## src/rtl/alu_issue_ctrl_pkg.sv

```systemverilog
// Shared definitions for the ALU issue sequencer: opcodes, result flag bit
// positions and FSM state encoding.
package alu_pkg;

  localparam logic [2:0] OP_ADD  = 3'd0;
  localparam logic [2:0] OP_SUB  = 3'd1;
  localparam logic [2:0] OP_XOR  = 3'd2;
  localparam logic [2:0] OP_AND  = 3'd3;
  localparam logic [2:0] OP_NOR  = 3'd4;
  localparam logic [2:0] OP_NAND = 3'd5;
  localparam logic [2:0] OP_CMP  = 3'd6;
  localparam logic [2:0] OP_INV  = 3'd7;

  // Bit positions inside res_flags = {borrow,carry,equal,less,more}
  localparam int FLG_BORROW = 4;
  localparam int FLG_CARRY  = 3;
  localparam int FLG_EQUAL  = 2;
  localparam int FLG_LESS   = 1;
  localparam int FLG_MORE   = 0;

  // Settle counter width; covers the legal SETTLE_CYCLES range 1..15
  localparam int SETTLE_W = 4;

  localparam logic [1:0] ST_IDLE = 2'd0;
  localparam logic [1:0] ST_EXEC = 2'd1;
  localparam logic [1:0] ST_DONE = 2'd2;

  typedef enum logic [1:0] {
    IDLE = ST_IDLE,
    EXEC = ST_EXEC,
    DONE = ST_DONE
  } state_t;

endpackage

```

## src/rtl/alu_issue_ctrl_if.sv

```systemverilog
// Command, result and ALU-side signals of the issue sequencer.
// slave: the sequencer's view; master: the surrounding environment's view.
interface alu_issue_ctrl_if;
  logic       cmd_valid;
  logic       cmd_ready;
  logic [2:0] cmd_op;
  logic [7:0] cmd_a;
  logic [7:0] cmd_b;

  logic [7:0] alu_a;
  logic [7:0] alu_b;
  logic [2:0] alu_control;
  logic [7:0] alu_c;
  logic       alu_borrow;
  logic       alu_carry;
  logic       alu_equal;
  logic       alu_less;
  logic       alu_more;

  logic       res_valid;
  logic       res_ready;
  logic [7:0] res_c;
  logic [4:0] res_flags;
  logic       res_err;

  modport slave (
    input  cmd_valid, cmd_op, cmd_a, cmd_b,
    output cmd_ready,
    output alu_a, alu_b, alu_control,
    input  alu_c, alu_borrow, alu_carry, alu_equal, alu_less, alu_more,
    output res_valid, res_c, res_flags, res_err,
    input  res_ready
  );

  modport master (
    output cmd_valid, cmd_op, cmd_a, cmd_b,
    input  cmd_ready,
    input  alu_a, alu_b, alu_control,
    output alu_c, alu_borrow, alu_carry, alu_equal, alu_less, alu_more,
    input  res_valid, res_c, res_flags, res_err,
    output res_ready
  );
endinterface

```

## src/rtl/alu_issue_ctrl_flag_mask.sv

```systemverilog
// Combinational capture logic: selects which ALU flags are meaningful for the
// issued opcode and repairs the compare flags, which the ALU never clears.
module alu_flag_mask
  import alu_pkg::*;
(
  input  logic [2:0] op,
  input  logic [7:0] c,
  input  logic       borrow,
  input  logic       carry,
  input  logic       equal,
  input  logic       less,
  input  logic       more,
  input  logic [7:0] a,
  input  logic [7:0] b,
  output logic [7:0] res_c,
  output logic [4:0] res_flags,
  output logic       res_err
);

  logic [2:0] cmp_raw;

  assign cmp_raw = {equal, less, more};

  // Mask flags per opcode; a CMP with stale extra bits is recomputed from a/b
  always_comb begin
    res_c     = c;
    res_flags = '0;
    res_err   = 1'b0;
    case (op)
      OP_ADD: res_flags[FLG_CARRY]  = carry;
      OP_SUB: res_flags[FLG_BORROW] = borrow;
      OP_CMP: begin
        res_c = '0;
        if ($onehot(cmp_raw)) begin
          res_flags[2:0] = cmp_raw;
        end else begin
          res_flags[FLG_MORE]  = (a > b);
          res_flags[FLG_LESS]  = (a < b);
          res_flags[FLG_EQUAL] = (a == b);
        end
      end
      OP_INV: begin
        res_c   = '0;
        res_err = 1'b1;
      end
      default: ;
    endcase
  end

endmodule

```

## src/rtl/alu_issue_ctrl.sv

```systemverilog
// Issue sequencer in front of the 8-bit combinational ALU: registers one
// command onto the ALU inputs, waits SETTLE_CYCLES, captures a masked result
// and holds it on a valid/ready port until consumed.
module alu_issue_ctrl
  import alu_pkg::*;
#(
  parameter int unsigned SETTLE_CYCLES = 1,
  parameter int unsigned CNT_W         = 16
) (
  input  logic             clk,
  input  logic             rst,
  alu_issue_ctrl_if.slave  io,
  output logic [CNT_W-1:0] op_count
);

  state_t              state_q, state_d;
  logic                accept, capture, consume;
  logic [SETTLE_W-1:0] settle_cnt;
  logic [7:0]          alu_a_q, alu_b_q;
  logic [2:0]          alu_ctl_q;
  logic [7:0]          res_c_q, mask_c;
  logic [4:0]          res_flags_q, mask_flags;
  logic                res_err_q, mask_err;
  logic [CNT_W-1:0]    op_count_q;

  // cmd_ready is held low while reset is asserted so every handshake output reads 0
  assign io.cmd_ready   = (state_q == IDLE) && !rst;
  assign io.res_valid   = (state_q == DONE);
  assign io.alu_a       = alu_a_q;
  assign io.alu_b       = alu_b_q;
  assign io.alu_control = alu_ctl_q;
  assign io.res_c       = res_c_q;
  assign io.res_flags   = res_flags_q;
  assign io.res_err     = res_err_q;
  assign op_count       = op_count_q;

  alu_flag_mask u_mask (
    .op        (alu_ctl_q),
    .c         (io.alu_c),
    .borrow    (io.alu_borrow),
    .carry     (io.alu_carry),
    .equal     (io.alu_equal),
    .less      (io.alu_less),
    .more      (io.alu_more),
    .a         (alu_a_q),
    .b         (alu_b_q),
    .res_c     (mask_c),
    .res_flags (mask_flags),
    .res_err   (mask_err)
  );

  // FSM state register
  always_ff @(posedge clk or posedge rst) begin
    if (rst) state_q <= IDLE;
    else     state_q <= state_d;
  end

  // Next-state and per-cycle strobes
  always_comb begin
    state_d = state_q;
    accept  = 1'b0;
    capture = 1'b0;
    consume = 1'b0;
    case (state_q)
      IDLE: if (io.cmd_valid) begin
        accept  = 1'b1;
        state_d = EXEC;
      end
      EXEC: if (settle_cnt == SETTLE_W'(1)) begin
        capture = 1'b1;
        state_d = DONE;
      end
      DONE: if (io.res_ready) begin
        consume = 1'b1;
        state_d = IDLE;
      end
      default: state_d = IDLE;
    endcase
  end

  // ALU operand/opcode registers; they hold between operations
  always_ff @(posedge clk or posedge rst) begin
    if (rst) begin
      alu_a_q   <= '0;
      alu_b_q   <= '0;
      alu_ctl_q <= OP_INV;
    end else if (accept) begin
      alu_a_q   <= io.cmd_a;
      alu_b_q   <= io.cmd_b;
      alu_ctl_q <= io.cmd_op;
    end
  end

  // Settle counter: loaded on accept, counts down while in EXEC
  always_ff @(posedge clk or posedge rst) begin
    if (rst)                                           settle_cnt <= '0;
    else if (accept)                                   settle_cnt <= SETTLE_W'(SETTLE_CYCLES);
    else if (state_q == EXEC && settle_cnt != '0)      settle_cnt <= settle_cnt - SETTLE_W'(1);
  end

  // Result register, written only on capture so it is stable through DONE
  always_ff @(posedge clk or posedge rst) begin
    if (rst) begin
      res_c_q     <= '0;
      res_flags_q <= '0;
      res_err_q   <= 1'b0;
    end else if (capture) begin
      res_c_q     <= mask_c;
      res_flags_q <= mask_flags;
      res_err_q   <= mask_err;
    end
  end

  // Consumed-result counter, saturating at all-ones
  always_ff @(posedge clk or posedge rst) begin
    if (rst)                               op_count_q <= '0;
    else if (consume && op_count_q != '1)  op_count_q <= op_count_q + CNT_W'(1);
  end

endmodule

```

## src/flat_wrapper.sv

```systemverilog
// flat-port wrapper written by rule: the top's interface ports become plain ports
module alu_issue_ctrl_flat import alu_pkg::*;
#(
  parameter int unsigned SETTLE_CYCLES = 1,
  parameter int unsigned CNT_W         = 16
)
  (clk, rst, op_count, io_cmd_valid, io_cmd_op, io_cmd_a, io_cmd_b, io_cmd_ready, io_alu_a, io_alu_b, io_alu_control, io_alu_c, io_alu_borrow, io_alu_carry, io_alu_equal, io_alu_less, io_alu_more, io_res_valid, io_res_c, io_res_flags, io_res_err, io_res_ready);
  alu_issue_ctrl_if io_i ();
  input  logic clk;
  input  logic rst;
  output logic [CNT_W-1:0] op_count;
  input wire logic [$bits(io_i.cmd_valid)-1:0] io_cmd_valid;
  input wire logic [$bits(io_i.cmd_op)-1:0] io_cmd_op;
  input wire logic [$bits(io_i.cmd_a)-1:0] io_cmd_a;
  input wire logic [$bits(io_i.cmd_b)-1:0] io_cmd_b;
  output wire logic [$bits(io_i.cmd_ready)-1:0] io_cmd_ready;
  output wire logic [$bits(io_i.alu_a)-1:0] io_alu_a;
  output wire logic [$bits(io_i.alu_b)-1:0] io_alu_b;
  output wire logic [$bits(io_i.alu_control)-1:0] io_alu_control;
  input wire logic [$bits(io_i.alu_c)-1:0] io_alu_c;
  input wire logic [$bits(io_i.alu_borrow)-1:0] io_alu_borrow;
  input wire logic [$bits(io_i.alu_carry)-1:0] io_alu_carry;
  input wire logic [$bits(io_i.alu_equal)-1:0] io_alu_equal;
  input wire logic [$bits(io_i.alu_less)-1:0] io_alu_less;
  input wire logic [$bits(io_i.alu_more)-1:0] io_alu_more;
  output wire logic [$bits(io_i.res_valid)-1:0] io_res_valid;
  output wire logic [$bits(io_i.res_c)-1:0] io_res_c;
  output wire logic [$bits(io_i.res_flags)-1:0] io_res_flags;
  output wire logic [$bits(io_i.res_err)-1:0] io_res_err;
  input wire logic [$bits(io_i.res_ready)-1:0] io_res_ready;
  assign io_i.cmd_valid = io_cmd_valid;
  assign io_i.cmd_op = io_cmd_op;
  assign io_i.cmd_a = io_cmd_a;
  assign io_i.cmd_b = io_cmd_b;
  assign io_cmd_ready = io_i.cmd_ready;
  assign io_alu_a = io_i.alu_a;
  assign io_alu_b = io_i.alu_b;
  assign io_alu_control = io_i.alu_control;
  assign io_i.alu_c = io_alu_c;
  assign io_i.alu_borrow = io_alu_borrow;
  assign io_i.alu_carry = io_alu_carry;
  assign io_i.alu_equal = io_alu_equal;
  assign io_i.alu_less = io_alu_less;
  assign io_i.alu_more = io_alu_more;
  assign io_res_valid = io_i.res_valid;
  assign io_res_c = io_i.res_c;
  assign io_res_flags = io_i.res_flags;
  assign io_res_err = io_i.res_err;
  assign io_i.res_ready = io_res_ready;
  alu_issue_ctrl #(.SETTLE_CYCLES(SETTLE_CYCLES), .CNT_W(CNT_W)) u_core (.clk(clk), .rst(rst), .io(io_i), .op_count(op_count));
endmodule
```

## config.mk

```make
export PLATFORM = sky130hd
export DESIGN_NAME = alu_issue_ctrl_flat
export DESIGN_NICKNAME = d
export VERILOG_FILES = /design/src/rtl/alu_issue_ctrl_pkg.sv /design/src/rtl/alu_issue_ctrl_if.sv /design/src/rtl/alu_issue_ctrl_flag_mask.sv /design/src/rtl/alu_issue_ctrl.sv /design/src/flat_wrapper.sv
export SDC_FILE = /design/constraint.sdc
export NUM_CORES = 1
export LEC_CHECK = 0
export CORE_MARGIN = 10
export CORE_UTILIZATION = 46
export DETAILED_ROUTE_END_ITERATION = 16
export PLACE_DENSITY_LB_ADDON = 0.1
export SYNTH_ARGS = -nofsm -noshare
export SYNTH_HDL_FRONTEND = slang
export SYNTH_SLANG_ARGS = --single-unit
```

## constraint.sdc

```tcl
create_clock -name clk -period 2.5 [get_ports clk]
set_clock_uncertainty 0.1 [all_clocks]
set_input_delay 0.25 -clock clk [delete_from_list [all_inputs] [get_ports clk]]
set_output_delay 0.25 -clock clk [all_outputs]
set_load 0.005 [all_outputs]
```

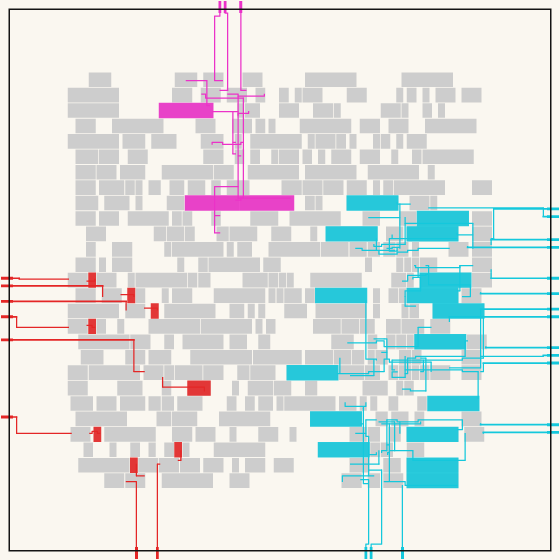
Figure 1: port wiring.
Key: `op_count` = cyan [bits 16, direction output, edge 13 right, 3 bottom, end cells 16, buffers 16, wire 661 um]; `io_alu_control` = magenta [bits 3, direction output, edge top, end cells 3, buffers 3, wire 152 um]; `io_cmd_b` = red [bits 8, direction input, edge 6 left, 2 bottom, end cells 8, buffers 8, wire 159 um]
number of port buffers: 86
number of top-level pins: 87

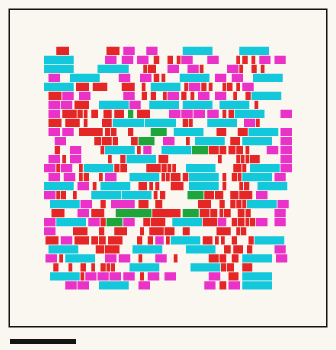
Figure 2: placement by cell class.
Scale bar: 20 um.
Key: remaining buffers and delay cells = magenta [cells 90, share of their area 25%]; clock drivers and dummy loads = green [cells 8, share of their area 3.3%]; remaining logic cells = red [cells 191, share of their area 33%]; sequential cells = cyan [cells 55, share of their area 38%]
post-route cell area: 3700 um^2
final core occ: 0.671

## critical path, cell delays in order, from the launching register on
cell and delay (ns):
sky130_fd_sc_hd__dfrtp_1 0.49, sky130_fd_sc_hd__nand2b_1 0.22, sky130_fd_sc_hd__inv_1 0.07, sky130_fd_sc_hd__clkdlybuf4s50_1 0.49
## logic make-up after synthesis
| kind of cell | after synthesis | share of synthesized area |
|---|---|---|
| buffers and inverters | 19 | 0.0283 |
| adder cells (fa/ha/maj) | 12 | 0.0605 |
| flip-flops | 55 | 0.530 |
| multiplexers | 12 | 0.0519 |
| XOR/XNOR | 14 | 0.0471 |
| AND/OR/NAND/NOR | 97 | 0.187 |
| AND-OR/OR-AND | 43 | 0.0951 |
## final cells by class
type                            count  area, um^2
Fill cell                         476        1810
Sequential cell                    55        1380
Multi-Input combinational cell    178        1160
Timing Repair Buffer               90         903
Tap cell                           72        90.1
Clock buffer                        6        82.6
Inverter                           13        48.8
Clock inverter                      2        35.0
## Yosys cell counts, drive strengths merged, types with 2 or more instances
library cell / number / share of area
inv: 13 / 0.019
nand4: 8 / 0.019
a211oi: 2 / 0.0058
nor2b: 2 / 0.0048
nor3: 9 / 0.017
xor2: 6 / 0.020
buf: 3 / 0.0053
a21oi: 9 / 0.017
mux2: 12 / 0.052
dfstp: 3 / 0.030
ha: 11 / 0.053
dfrtp: 52 / 0.50
and3: 3 / 0.0072
o21ai: 22 / 0.042
clkbuf: 3 / 0.0043
xnor2: 8 / 0.027
nand3: 7 / 0.013
or3: 3 / 0.0091
nand2: 40 / 0.058
a31oi: 2 / 0.0048
nor2: 16 / 0.026
nand2b: 3 / 0.0072
## layer usage
| metal | global-route usage | part of all wire |
|---|---|---|
| met1 | 0.159 | 0.38 |
| met2 | 0.243 | 0.51 |
| met3 | 0.0605 | 0.096 |
| met4 | 0.0374 | 0.015 |
| met5 | 0 | 0 |
## through the flow
step           cell area [um^2]  utilization  setup WS, ns
3_3_place_gp               3580        0.650         0.421
4_1_cts                    3700        0.671         0.538
5_1_grt                    3700        0.671         0.414
3_5_place_dp               3580        0.650         0.329
2_1_floorplan              2610            -         0.712
6_report                   3700        0.671         0.580
## sequential cells by signal, summed over array words and instances (netlist names)
signal and count:
u_core.op_count 16, u_core.io.alu_a 8, u_core.io.alu_b 8, u_core.io.res_c 8, u_core.io.res_flags 5, u_core.settle_cnt 4
u_core.io.alu_control 3, u_core.state_q 2, u_core.io.res_err 1
## worst paths after layout
| check | from | endpoint | slack (ns) |
|---|---|---|---|
| setup reg to reg | u_core.state_q[0]$_DFFE_PP0P_ | u_core.op_count[8]$_DFFE_PP0P_ | 0.62 |
| max in group asynchronous | rst | u_core.io.alu_control[0]$_DFFE_PP1P_ | 1.46 |
| min in group clk | io_alu_c[1] | u_core.io.res_c[1]$_DFFE_PP0P_ | 0.38 |
| hold / removal | rst | u_core.io.alu_a[0]$_DFFE_PP0P_ | 0.22 |
| hold reg to reg | u_core.io.res_err$_DFFE_PP0P_ | u_core.io.res_err$_DFFE_PP0P_ | 0.38 |
| setup / recovery | u_core.state_q[0]$_DFFE_PP0P_ | io_res_valid | 0.58 |
==> flow_summary.json <==
{
  "status": "complete, no violations",
  "post_synthesis_cell_count": 252,
  "first_pass_iters": 4,
  "ys_seq_elements": 55,
  "drt-vias-per-instance": 5.08,
  "report.power.total_mw": 3.73,
  "setup-tns-final_ns": 0,
  "total_clock_buffers_created_by_cts": 5,
  "first_global_vias": 2190,
  "power_leader": "combinational cells",
  "yosys_cells": 252,
  "design.core.area_um2": 5510,
  "rows": 27,
  "grt_remaining_overflow": 0,
  "root_buffer_selected_by_cts": "sky130_fd_sc_hd__clkbuf_8",
  "final.period_utilization": 0.768,
  "syn_avg_cell_area_um2": 10.3,
  "max_clock_freq_mhz": 521,
  "final_net_count": 391,
  "sink_count_of_the_clock_tree": 55,
  "synthesis.area_um2": 2600,
  "max_slew_margin": 0.662,
  "crit_path_start_kind": "flip-flop",
  "worstPathRequired_ns": 2.15,
  "sw_frac_of_total": 0.335,
  "die.size.y_um": 95.3,
  "timing_worst_slew_pin_value_ns": 0.506,
  "cts_max_level": 2,
  "stdcell_count": 416,
  "layout_min_cycle_time_ns": 1.92,
  "layout_top_cell": "sky130_fd_sc_hd__clkdlybuf4s50_1",
  "pwr-share-comb": 0.441,
  "pg_comb_mw": 1.65,
  "crit_path_max_fanout": 8,
  "detail_route.wirelength_mm": 6.30,
  "p_leak_nw": 1.60,
  "fp.dieW_um": 95.3,
  "ctsLongestPathBuffers": 2,
  "synth_warnings": 0,
  "pwr.group.sequential_mw": 1.48,
  "setup_violations": 0,
  "powerDensity_nw_per_um2": 1010,
  "enable_flop_cells": 0,
  "synth_chip_area_um2": 2600,
  "ratio_of_cells_with_drive_above_1_in_the_final_layout": 0.0959,
  "arrival_ns": 1.57,
  "tritoncts": "done",
  "power_frac_seq": 0.397,
  "power.net_switching_mw": 1.25,
  "post-route-drc-count": 0,
  "antennaDiodeCount": 0,
  "count_of_vias_placed_by_the_detailed_router": 2115,
  "finalHoldViolations": 0,
  "clk_pin_slew_worst_paths_ns": 0.09,
  "synth_cell_types": 41,
  "synth.net_count": 300,
  "hold_buffers": 0,
  "synthFlopType": "sky130_fd_sc_hd__dfrtp_1",
  "pint_mw": 2.48,
  "ir_worst_vdd_uv": 608,
  "timing.setup.critical_path_class": "reg2out"
}
Power is estimated from default activity; no workload was simulated.
